[src/rtl/bypass_pkg.sv]
// -----------------------------------------------------------------------------
// bypass_pkg
//   Shared types and helpers for the Beta operand-forwarding network.
//   - ZERO_REG_DEF : default index of the hard-wired zero register
//   - RC_W         : storage width of a scoreboard destination field; the
//                    network zero-extends its REG_AW-bit addresses into it, so
//                    any REG_AW up to RC_W is supported by the same entry type
//   - sb_entry_t   : one scoreboard entry {valid, rc, load, sel_pc}
//   - onehot0()    : true when at most one bit of the vector is set
// -----------------------------------------------------------------------------
package bypass_pkg;

   localparam int ZERO_REG_DEF = 31;
   localparam int RC_W         = 8;

   typedef struct packed {
      logic            valid;
      logic [RC_W-1:0] rc;
      logic            load;
      logic            sel_pc;
   } sb_entry_t;

   function automatic logic onehot0(input logic [31:0] v);
      return (v & (v - 32'd1)) == 32'd0;
   endfunction

endpackage

[src/rtl/bypass_port_mux.sv]
// -----------------------------------------------------------------------------
// bypass_port_mux
//   Combinational priority select for one operand read port.
//   Ports:
//     sb          in  scoreboard, entry 0 = EX (youngest) .. NUM_STAGES-1 = WB
//     ra          in  read address
//     rf_data     in  register-file read data for this port
//     stage_y     in  Y/result value per stage
//     stage_pc    in  PC+4 value per stage
//     operand     out forwarded operand (0 for the zero register)
//     hit_stage   out one-hot source stage, zero when served by RF / zero reg
//     load_hazard out selected stage holds a load whose data is not ready yet
// -----------------------------------------------------------------------------
module bypass_port_mux
   import bypass_pkg::*;
#(
   parameter int XLEN             = 32,
   parameter int REG_AW           = 5,
   parameter int ZERO_REG         = ZERO_REG_DEF,
   parameter int NUM_STAGES       = 3,
   parameter int LOAD_READY_STAGE = 2
) (
   input  sb_entry_t                   sb [NUM_STAGES],
   input  logic [REG_AW-1:0]           ra,
   input  logic [XLEN-1:0]             rf_data,
   input  logic [NUM_STAGES*XLEN-1:0]  stage_y,
   input  logic [NUM_STAGES*XLEN-1:0]  stage_pc,
   output logic [XLEN-1:0]             operand,
   output logic [NUM_STAGES-1:0]       hit_stage,
   output logic                        load_hazard
);

   logic found;

   // NOTE: every output gets a default before any branch, so no path through
   // the block leaves a value unassigned and no latch is inferred.
   always_comb begin
      operand     = rf_data;
      hit_stage   = '0;
      load_hazard = 1'b0;
      found       = 1'b0;
      if (ra == REG_AW'(ZERO_REG)) begin
         operand = '0;
      end else begin
         // Ascending scan with a found flag: the youngest matching stage wins.
         for (int k = 0; k < NUM_STAGES; k++) begin
            if (!found && sb[k].valid && sb[k].rc == RC_W'(ra)) begin
               found        = 1'b1;
               hit_stage[k] = 1'b1;
               // WB already carries the final write-back value on stage_y.
               if (k == NUM_STAGES - 1 || !sb[k].sel_pc)
                  operand = stage_y[k*XLEN +: XLEN];
               else
                  operand = stage_pc[k*XLEN +: XLEN];
               load_hazard = sb[k].load && (k < LOAD_READY_STAGE);
            end
         end
      end
   end

endmodule

[src/rtl/bypass_network.sv]
// -----------------------------------------------------------------------------
// bypass_network
//   Operand-forwarding and load-use hazard unit between RF and EX of the Beta
//   pipeline. Keeps a per-stage destination scoreboard and forwards stage data
//   to NUM_RD_PORTS read ports; requests a stall on load-use hazards.
//   Ports:
//     clk, rst_n      clock, asynchronous active-low reset
//     hold            global freeze of the scoreboard
//     issue_*         RF-stage instruction: valid, rc, writes rc, load, sel_pc
//     ra, rf_data     packed per-port read addresses and RF read data
//     stage_y/pc      packed per-stage result and PC+4 values
//     operand         packed per-port forwarded operands
//     stall           load-use hazard on any port
//     hit_stage       packed per-port one-hot source stage
//   Optional (macro BYPASS_PERF_EN): perf_stall_cnt, perf_fwd_cnt saturating
//   performance counters.
// -----------------------------------------------------------------------------
module bypass_network
   import bypass_pkg::*;
#(
   parameter int XLEN             = 32,
   parameter int REG_AW           = 5,
   parameter int ZERO_REG         = ZERO_REG_DEF,
   parameter int NUM_RD_PORTS     = 2,
   parameter int NUM_STAGES       = 3,
   parameter int LOAD_READY_STAGE = 2
) (
   input  logic                              clk,
   input  logic                              rst_n,
   input  logic                              hold,
   input  logic                              issue_valid,
   input  logic [REG_AW-1:0]                 issue_rc,
   input  logic                              issue_wr,
   input  logic                              issue_load,
   input  logic                              issue_sel_pc,
   input  logic [NUM_RD_PORTS*REG_AW-1:0]    ra,
   input  logic [NUM_RD_PORTS*XLEN-1:0]      rf_data,
   input  logic [NUM_STAGES*XLEN-1:0]        stage_y,
   input  logic [NUM_STAGES*XLEN-1:0]        stage_pc,
   output logic [NUM_RD_PORTS*XLEN-1:0]      operand,
   output logic                              stall,
   output logic [NUM_RD_PORTS*NUM_STAGES-1:0] hit_stage
`ifdef BYPASS_PERF_EN
   ,
   output logic [31:0]                       perf_stall_cnt,
   output logic [31:0]                       perf_fwd_cnt
`endif
);

   sb_entry_t                 sb [NUM_STAGES];
   sb_entry_t                 new_entry;
   logic [NUM_RD_PORTS-1:0]   load_hazard;

   // ---------------------------------------------------------------- ports
   for (genvar p = 0; p < NUM_RD_PORTS; p++) begin : g_port
      bypass_port_mux #(
         .XLEN             (XLEN),
         .REG_AW           (REG_AW),
         .ZERO_REG         (ZERO_REG),
         .NUM_STAGES       (NUM_STAGES),
         .LOAD_READY_STAGE (LOAD_READY_STAGE)
      ) u_mux (
         .sb          (sb),
         .ra          (ra[p*REG_AW +: REG_AW]),
         .rf_data     (rf_data[p*XLEN +: XLEN]),
         .stage_y     (stage_y),
         .stage_pc    (stage_pc),
         .operand     (operand[p*XLEN +: XLEN]),
         .hit_stage   (hit_stage[p*NUM_STAGES +: NUM_STAGES]),
         .load_hazard (load_hazard[p])
      );
   end

   assign stall = |load_hazard;

   // ----------------------------------------------------------- scoreboard
   // A stalled RF instruction enters EX as a bubble; writes to the zero
   // register are never tracked so they can never be forwarded.
   always_comb begin
      new_entry.valid  = issue_valid && issue_wr && !stall &&
                         (issue_rc != REG_AW'(ZERO_REG));
      new_entry.rc     = RC_W'(issue_rc);
      new_entry.load   = issue_load;
      new_entry.sel_pc = issue_sel_pc;
   end

   // NOTE: the scoreboard is a small shift register, not a RAM, so every
   // entry is reset; a stale valid bit after reset would forward garbage.
   always_ff @(posedge clk or negedge rst_n) begin
      if (!rst_n) begin
         for (int k = 0; k < NUM_STAGES; k++)
            sb[k] <= '0;
      end else if (!hold) begin
         // NOTE: non-blocking assignments let every entry shift from the old
         // value of its neighbour regardless of statement order.
         sb[0] <= new_entry;
         for (int k = 1; k < NUM_STAGES; k++)
            sb[k] <= sb[k-1];
      end
   end

   always_ff @(posedge clk) begin
      if (rst_n) begin
         for (int p = 0; p < NUM_RD_PORTS; p++)
            assert (onehot0(32'(hit_stage[p*NUM_STAGES +: NUM_STAGES])));
      end
   end

`ifdef BYPASS_PERF_EN
   // ------------------------------------------------------ perf counters
   localparam int FWD_W = $clog2(NUM_RD_PORTS + 1);

   logic [FWD_W-1:0] fwd_ports;
   logic [32:0]      stall_sum;
   logic [32:0]      fwd_sum;

   always_comb begin
      fwd_ports = '0;
      for (int p = 0; p < NUM_RD_PORTS; p++)
         fwd_ports = fwd_ports + FWD_W'(|hit_stage[p*NUM_STAGES +: NUM_STAGES]);
      // One extra bit catches the carry so both counters saturate at all-ones.
      stall_sum = {1'b0, perf_stall_cnt} + 33'd1;
      fwd_sum   = {1'b0, perf_fwd_cnt} + 33'(fwd_ports);
   end

   always_ff @(posedge clk or negedge rst_n) begin
      if (!rst_n) begin
         perf_stall_cnt <= '0;
         perf_fwd_cnt   <= '0;
      end else if (!hold) begin
         if (stall)
            perf_stall_cnt <= stall_sum[32] ? '1 : stall_sum[31:0];
         if (issue_valid)
            perf_fwd_cnt <= fwd_sum[32] ? '1 : fwd_sum[31:0];
      end
   end
`endif

endmodule

[config.mk]
export PLATFORM = sky130hd
export DESIGN_NAME = bypass_network
export DESIGN_NICKNAME = d
export VERILOG_FILES = /design/src/rtl/bypass_pkg.sv /design/src/rtl/bypass_port_mux.sv /design/src/rtl/bypass_network.sv
export SDC_FILE = /design/constraint.sdc
export NUM_CORES = 1
export LEC_CHECK = 0
export CAP_MARGIN = 25
export CORE_AREA = 2 2 162 116
export DETAILED_ROUTE_END_ITERATION = 10
export DIE_AREA = 0 0 164 118
export HOLD_SLACK_MARGIN = 0.1
export PLACE_DENSITY = 0.65
export SYNTH_ARGS = -nofsm -noshare
export SYNTH_HDL_FRONTEND = slang
export SYNTH_SLANG_ARGS = --single-unit
[constraint.sdc]
create_clock -name clk -period 3.6 [get_ports clk]
set_input_delay 0.36 -clock clk [delete_from_list [all_inputs] [get_ports clk]]
set_output_delay 0.36 -clock clk [all_outputs]
set_load 0.005 [all_outputs]
==> GITHUB_STEP_SUMMARY <==
### Flow metrics

| Metric | Value |
|---|---|
| Placer Congestion | 0.872 |
| Count of library flops with an enable pin | 0 |
| Ys async rst share | 100% |
| Most common reg cell | dfrtp_1 |
| Worst Max-Slew Pin Slew | 698 ps |
| Critical path peak fanout | 33 |
| AO/OA Area Share | 19.8% |
| Ant. Diodes | 0 |
| First-pass GRT wire length | 30200 um |
| Grt total ovfl | 0 |
| Slowest stage delay, CP | 540 ps |
| Vias/cell | 4.97 |
| Reg-to-Reg Start | sb[27]$_DFFE_PN0N_ |
| ANT nets after route | 0 |
| Setup TNS | 0 ps |
| Largest net degree at the start of global routing | 51 |
| Synth Warn # | 0 |
| Ys cells | 473 |
| Status | complete, no violations |
| Top cell by count, worst path | clkdlybuf4s50_1 |
| Met3 usage | 2.61% |
| CP top delay family | buffers and inverters |
| Pre-antenna DRT Iters | 4 |
| Initial antenna violation count | 0 |
| Max Fclk | 291 MHz |
| Finished Layout Cells | 1010 |
| Max reg flops | 22 |
| Layout cells sized above 1 | 27.6% |
| Commonest Layout Cell | clkdlybuf4s50_1 |
| Root Driver | clkbuf_16 |
| Post-synth seq share | 12.5% |
| Fin crit share | 95.5% |
| Placed Instances | 1004 |
| Yosys chip area | 0.00439 mm2 |
| Critical-path top delay cell | clkdlybuf4s50_1 |
| Basic Gates by Area | 10.8% |
| Logic family by area | multiplexers |
| Area Overhead vs Synth | 82.2% |
| Clock Skew | 5.11 ps |
| M1 GR Usage | 26.8% |
| Drc violations | 0 |
| Met2 WL | 9650 um |
| Overall power | 1.58 mW |
| Post-cts repair resize count | 0 |
| Headroom to the max-slew limit | 53.5% |
| Top Metal Used | met4 |
| Setup crit end | operand[50] |
| Syn avg cell area | 9.28 um2 |
| Total Routed Length | 20200 um |
| Num CTS Buffers | 3 |
| CP Launch Point | ra[6] |
| Met3 routed WL | 1230 um |
| Top cells by area | mux2_2 (36%), dfrtp_1 (13%), a221oi_2 (10%) |
| Global-route usage over all layers | 19.9% |
| Reg-to-reg setup timing slack | 1530 ps |
| Most numerous cell in the Yosys netlist | mux2_2 |
| Detail Placement HPWL | 15800 um |
| CTS max path bufs | 2 |
| Final nets | 1053 |
| Crit-path cells | clkdlybuf4s50_1 > xor2_1 > nor4_1 > o2111ai_1 > buf_4 > nor2_4 > buf_12 > a221oi_1 > a41oi_1 > clkdlybuf4s50_1 |
| Final hold violation count | 0 |
| Clock Sinks | 22 |
| Max-area cell share | 36.4% |
| Initial core utilization | 24.7% |
| Startpoint types | input pin |
| Worst Path Buf+Inv | 4 |
| Largest registers | sb (22) |
| Pwr dens | 197 mW/mm2 |
| CTS tree | yes |
| IO Pins | 349 |
| R2r worst-path depth | 5 |
| Mux area share | 44.4% |
| Synth area leader | mux2_2 |
| Layer with the highest usage | met2 |
| Worst Path Required | 3240 ps |
| Cts hold-fix bufs | 0 |
| Max Cap Violations | 0 |
| Biggest register | sb |
| Setup violators final | 0 |
| WP data arrival | 3080 ps |
| Register bit total from synthesis | 22 |
| Fa+ha+maj area frac | 0% |
| CP Class | in -> out |
| Drt wl/cell | 20.0 um |
| Clk_lat worst skew | 260 ps |
| Worst path depth | 10 |
| Hold Crit Class | in -> async |
| DR vias | 5022 |
| M1 wire length | 9050 um |
| Die area | 0.0194 mm2 |
| XOR Share, Synth | 5.98% |
| Iteration-0 DRC Markers | 242 |
| RSZ-0062 raised after global routing | no |
| Slew Viols, Final | 0 |
[layout make-up]
class                      count  area [um2]
clock buffer                   3        75.1
multi-input combinational    405        3570
fill                        1755        9800
timing repair buffer         341        3470
inverter                       2        7.51
tap                          236         295
clock inverter                 1        30.0
sequential                    22         553
[through the flow]
stage	instance area [um2]	hold WS [ps]	worst slack, ps	util, %
after CTS	7950	518	157	44.6
after global routing	8000	339	45.7	44.9
final	8000	343	162	44.9
after detailed placement	7840	504	172	44.1
after global placement	7840	496	183	44.1
after floorplan	4390	64.4	1410	-
[where the power goes]
| group | switching, mW | leakage [nW] | internal (mW) |
|---|---|---|---|
| combinational | 0.305 | 2.82 | 0.601 |
| clock | 0.0954 | 0.0511 | 0.221 |
| sequential | 0.0703 | 0.260 | 0.282 |
| total | 0.470 | 3.13 | 1.10 |
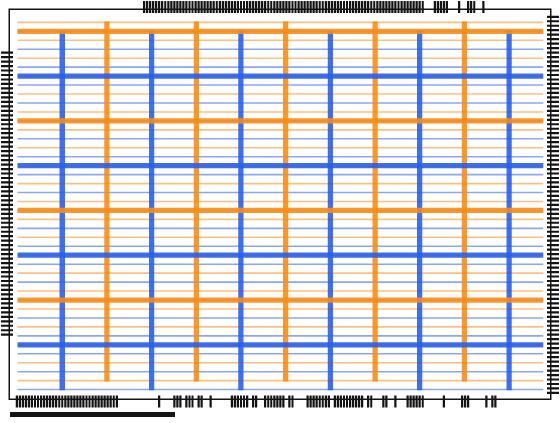
(floorplan with the power grid)
The bar under the picture is 50 um long. Pins as bars on the die edge.
color	net
orange	VDD
blue	VSS
met4 straps	11
met5 straps	8
met1 rails	42
signal pins	349
rows	41
Vert. Die Dim: 118 um
core area: 0.0178 mm2
Die Wd: 164 um
maximum vdd ir drop: 224 uV

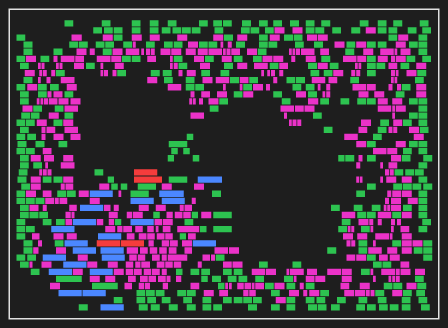
(cell classes on the final placement)
color	class	cells
blue	sequential cells	22
magenta	combinational and other logic	407
green	remaining buffers and delay cells	341
red	clock drivers and dummy loads	4
post-route core utilization: 44.9%
Seq area share: 6.91%
FP Rows: 41

Power figures rest on the tool's default switching activity, not on a simulated workload.
